<file path="config.mk">
export PLATFORM = sky130hd
export DESIGN_NAME = tape_ram_arbiter
export DESIGN_NICKNAME = d
export VERILOG_FILES = /design/src/rtl/tape_ram_arbiter.sv
export SDC_FILE = /design/constraint.sdc
export NUM_CORES = 1
export LEC_CHECK = 0
export ABC_AREA = 1
export CAP_MARGIN = 20
export CORE_ASPECT_RATIO = 0.5
export CORE_MARGIN = 3
export CORE_UTILIZATION = 55
export CTS_CLUSTER_DIAMETER = 80
export CTS_CLUSTER_SIZE = 28
export DETAILED_ROUTE_END_ITERATION = 8
export GPL_ROUTABILITY_DRIVEN = 0
export GPL_TIMING_DRIVEN = 0
export MAX_ROUTING_LAYER = met4
export PLACE_DENSITY = 0.87
export SYNTH_ARGS = -nofsm -noshare
export SYNTH_HDL_FRONTEND = slang
export SYNTH_SLANG_ARGS = --single-unit
</file>
<file path="constraint.sdc">
create_clock -name clk -period 4.3 [get_ports clk]
set_clock_uncertainty 0.1 [all_clocks]
set_input_delay 1.29 -clock clk [delete_from_list [all_inputs] [get_ports clk]]
set_output_delay 1.29 -clock clk [all_outputs]
set_load 0.01 [all_outputs]
</file>
<file path="src/rtl/tape_ram_arbiter.sv">
// rtl/tape_ram_arbiter.sv - shares the byte-wide SDRAM port between the TAP loader (writes) and tape player (reads)
module tape_ram_arbiter #(
  parameter int FIFO_DEPTH = 4,
  parameter int AW         = 25
) (
  input  logic          clk,
  input  logic          reset_n,
  input  logic          ld_active,
  input  logic          ld_wr,
  input  logic [AW-1:0] ld_addr,
  input  logic [7:0]    ld_din,
  output logic          ld_overflow,
  input  logic          tp_rd,
  input  logic [AW-1:0] tp_addr,
  output logic [7:0]    tp_dout,
  output logic          tp_valid,
  output logic [AW-1:0] mem_addr,
  output logic [7:0]    mem_din,
  output logic          mem_we,
  output logic          mem_rd,
  input  logic [7:0]    mem_dout,
  input  logic          mem_ack,
  output logic          busy
);

  localparam int PW = $clog2(FIFO_DEPTH);
  localparam logic [PW:0] PTR_ONE = 1;

  localparam logic [1:0] S_IDLE = 2'd0;
  localparam logic [1:0] S_WR   = 2'd1;
  localparam logic [1:0] S_RD   = 2'd2;

  logic [1:0]    state;
  logic [AW-1:0] fifo_addr [FIFO_DEPTH];
  logic [7:0]    fifo_data [FIFO_DEPTH];
  logic [PW:0]   wr_ptr;
  logic [PW:0]   rd_ptr;
  logic          rd_pend;
  logic [AW-1:0] rd_addr;
  logic          ld_active_d;

  logic empty;
  logic full;
  logic pop;
  logic push;
  logic go_wr;
  logic go_rd;
  logic ld_active_rise;

  assign empty = (wr_ptr == rd_ptr);
  assign full  = (wr_ptr[PW] != rd_ptr[PW]) && (wr_ptr[PW-1:0] == rd_ptr[PW-1:0]);
  assign pop   = (state == S_WR) && mem_ack;
  // A pop in the same cycle frees the head slot, so a push into a full FIFO is still accepted.
  assign push  = ld_wr && (!full || pop);
  assign go_wr = (state == S_IDLE) && !empty;
  assign go_rd = (state == S_IDLE) && empty && rd_pend && !ld_active;
  assign ld_active_rise = ld_active && !ld_active_d;
  assign busy  = (state != S_IDLE) || !empty || rd_pend;

  always_ff @(posedge clk) begin
    if (push) begin
      fifo_addr[wr_ptr[PW-1:0]] <= ld_addr;
      fifo_data[wr_ptr[PW-1:0]] <= ld_din;
    end
  end

  always_ff @(posedge clk or negedge reset_n) begin
    if (!reset_n) begin
      state       <= S_IDLE;
      wr_ptr      <= '0;
      rd_ptr      <= '0;
      rd_pend     <= 1'b0;
      rd_addr     <= '0;
      ld_active_d <= 1'b0;
      ld_overflow <= 1'b0;
      mem_addr    <= '0;
      mem_din     <= '0;
      mem_we      <= 1'b0;
      mem_rd      <= 1'b0;
      tp_dout     <= '0;
      tp_valid    <= 1'b0;
    end else begin
      ld_active_d <= ld_active;
      tp_valid    <= (state == S_RD) && mem_ack;

      if (push) wr_ptr <= wr_ptr + PTR_ONE;
      if (pop)  rd_ptr <= rd_ptr + PTR_ONE;

      if (ld_wr && !push) ld_overflow <= 1'b1;
      else if (ld_active_rise) ld_overflow <= 1'b0;

      // A request arriving while a read is in flight queues a fresh read; the in-flight address is untouched.
      if (tp_rd) begin
        rd_pend <= 1'b1;
        rd_addr <= tp_addr;
      end else if (go_rd) begin
        rd_pend <= 1'b0;
      end

      case (state)
        S_IDLE: begin
          if (go_wr) begin
            state    <= S_WR;
            mem_we   <= 1'b1;
            mem_addr <= fifo_addr[rd_ptr[PW-1:0]];
            mem_din  <= fifo_data[rd_ptr[PW-1:0]];
          end else if (go_rd) begin
            state    <= S_RD;
            mem_rd   <= 1'b1;
            mem_addr <= rd_addr;
          end
        end
        S_WR: begin
          if (mem_ack) begin
            state  <= S_IDLE;
            mem_we <= 1'b0;
          end
        end
        S_RD: begin
          if (mem_ack) begin
            state   <= S_IDLE;
            mem_rd  <= 1'b0;
            tp_dout <= mem_dout;
          end
        end
        default: begin
          state  <= S_IDLE;
          mem_we <= 1'b0;
          mem_rd <= 1'b0;
        end
      endcase
    end
  end

endmodule

</file>
Figure 1. Gate families picked out.
Drawn at 3 px/um.
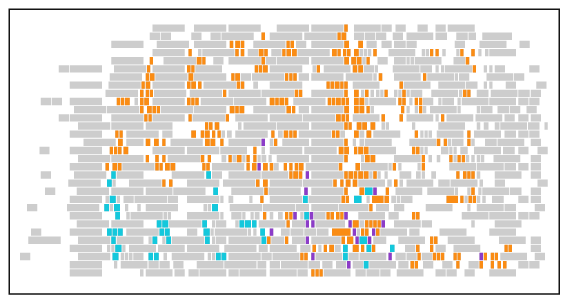
legend:
  aoi and oai cells:
    colour: cyan
    cells: 43
    most_used: o21ai_0
  nand cells:
    colour: orange
    cells: 311
    most_used: nand2_1
  inv cells:
    colour: purple
    cells: 22
    most_used: inv_1
    where: bottom middle
multi-input combinational area share: 22.9%
Cell Count, Final, Fillers Out: 1,115
Top cell excl fill/tap: nand2_1

Figure 2. M3 wires.
Drawn at 3 px/um.
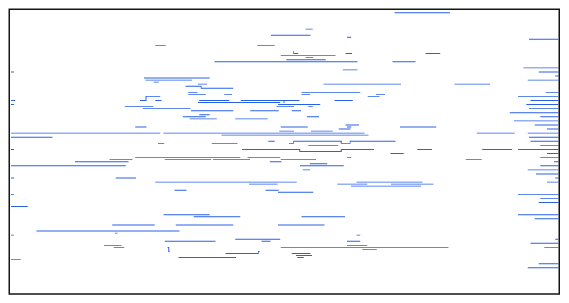
main direction: horizontal
longest straight run: 66.7 um
wire length on this layer: 1,740 um
share of all routed wire: 8.5%
nets with wire on the layer: 131
routed wire length: 20,600 um
M3 GR Usage: 4.50%
via count: 6,091

Figure 3. Cell classes on the final placement.
Drawn at 3 px/um. Fill, decap, tap and diode cells in grey.
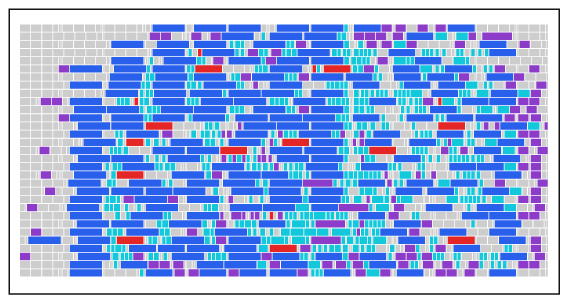
legend:
  sequential cells:
    colour: blue
    cells: 212
    share_of_their_area: 58%
  remaining buffers and delay cells:
    colour: purple
    cells: 160
    share_of_their_area: 14%
  combinational and other logic:
    colour: cyan
    cells: 527
    share_of_their_area: 24%
  clock drivers and dummy loads:
    colour: red
    cells: 17
    share_of_their_area: 3.0%
final core occ: 70.6%
core area: 0.0149 sq mm
FP Rows: 31
Final Cell Area: 0.0105 sq mm

==> Changelog: implementation <==
### Implementation results

* Crit-path slowest cell: clkdlybuf4s50_1
* Post-synthesis average cell area at 11.1 sq um
* Internal at 4.39 mW
* Final hold slack at 0.400 ns
* H-tree depth at 1
* GR peak layer: met2
* Routed wl met2 at 9660 um
* Post-Synth Adder-Cell Area at 1.16%
* Reg clk slew, reported paths at 0.10 ns
* Power share of the combinational group at 43.2%
* Comb area leader: simple AND/OR/NAND/NOR gates
* Area occupied by registers at 0.00597 sq mm
* Worst path buffer plus inverter count at 4
* Hold EP: tp_dout[5]$_DFFE_PN0P_
* Final ANT Viol Nets at 0
* Leakage at 4.24 nW
* Most instantiated logic cells after routing: nand2_1, edfxtp_1, clkdlybuf4s50_1
* Root Driver: clkbuf_16
* Asr flop ratio synth at 37.7%
* Outcome: complete, no violations
* Yosys aoi share at 2.71%
* Post-synth top cells: nand2_1, edfxtp_1, nor2_1
* Critical path depth at 6
* Max-area cell share at 46.1%
* Worst path max stage delay at 0.51 ns
* FP Util at 57.9%
* Least-Margin Pin Slew at 0.657 ns
* Combinational gate power at 3.12 mW
* Max Fclk at 246 MHz
* Post-CTS setup buffer count at 0
* Fin. Hold Viols at 0
* Worst-path maximum fanout at 10
* Fin crit period at 4.06 ns
* Flop share of the area at 56.9%
* DR vias/cell at 5.46
* Synth area leader: edfxtp_1
* Fillers at 995
* CP Launch Point: state[0]$_DFFE_PN0P_
* Die area at 0.0173 sq mm
* Tool warning count at 31
* CTS max path bufs at 3
* First-pass GRT wire length at 32,400 um
* Critical Path End Type: primary output
* RR Startpoint: state[1]$_DFFE_PN0P_
* Post-place setup slack at 0.486 ns
* Seq group at 2.98 mW
* Initial DRC Count at 757
* R2R depth at 9
* Post-CTS Hold Buffers at 0
* Flip-flops with a built-in enable at 132
* Initial antenna violation count at 1
* Max power group: combinational logic
* Post-synthesis xor/xnor area fraction at 0.305%
* Non-clock buffer share at 14.1%
* Comb gates at 505
* Sequential cell area fraction in the yosys report at 69.4%
* Logic area at 0.00240 sq mm
* Post-cts gate resize count at 0
* Clock network power share at 15.4%
* CP arrival at 2.67 ns
* Max layer used: met4
* VDD IR max at 0.341 mV
* CP top delay family: buffers and inverters
* Vias in the first global route at 6,096
* Cell Type Count at 25
* Layout clock buffer count at 16
* TritonCTS clock tree: built
* All-Layer GR Usage at 24.8%
* Post-Synthesis Cells at 778
* Synthesized cell area at 0.00860 sq mm
* Clock Sinks at 212
* Count leader, synth: nand2_1
* Die W at 183 um
* Crit path DRT at 2.91 ns
* Power after layout at 7.22 mW
* Share of post-route cells with drive strength above 1 at 8.19%
* Grt ovf at 0
* Critical Path End: busy
* GR Util met2 at 39.6%
Power figures rest on the tool's default switching activity, not on a simulated workload.
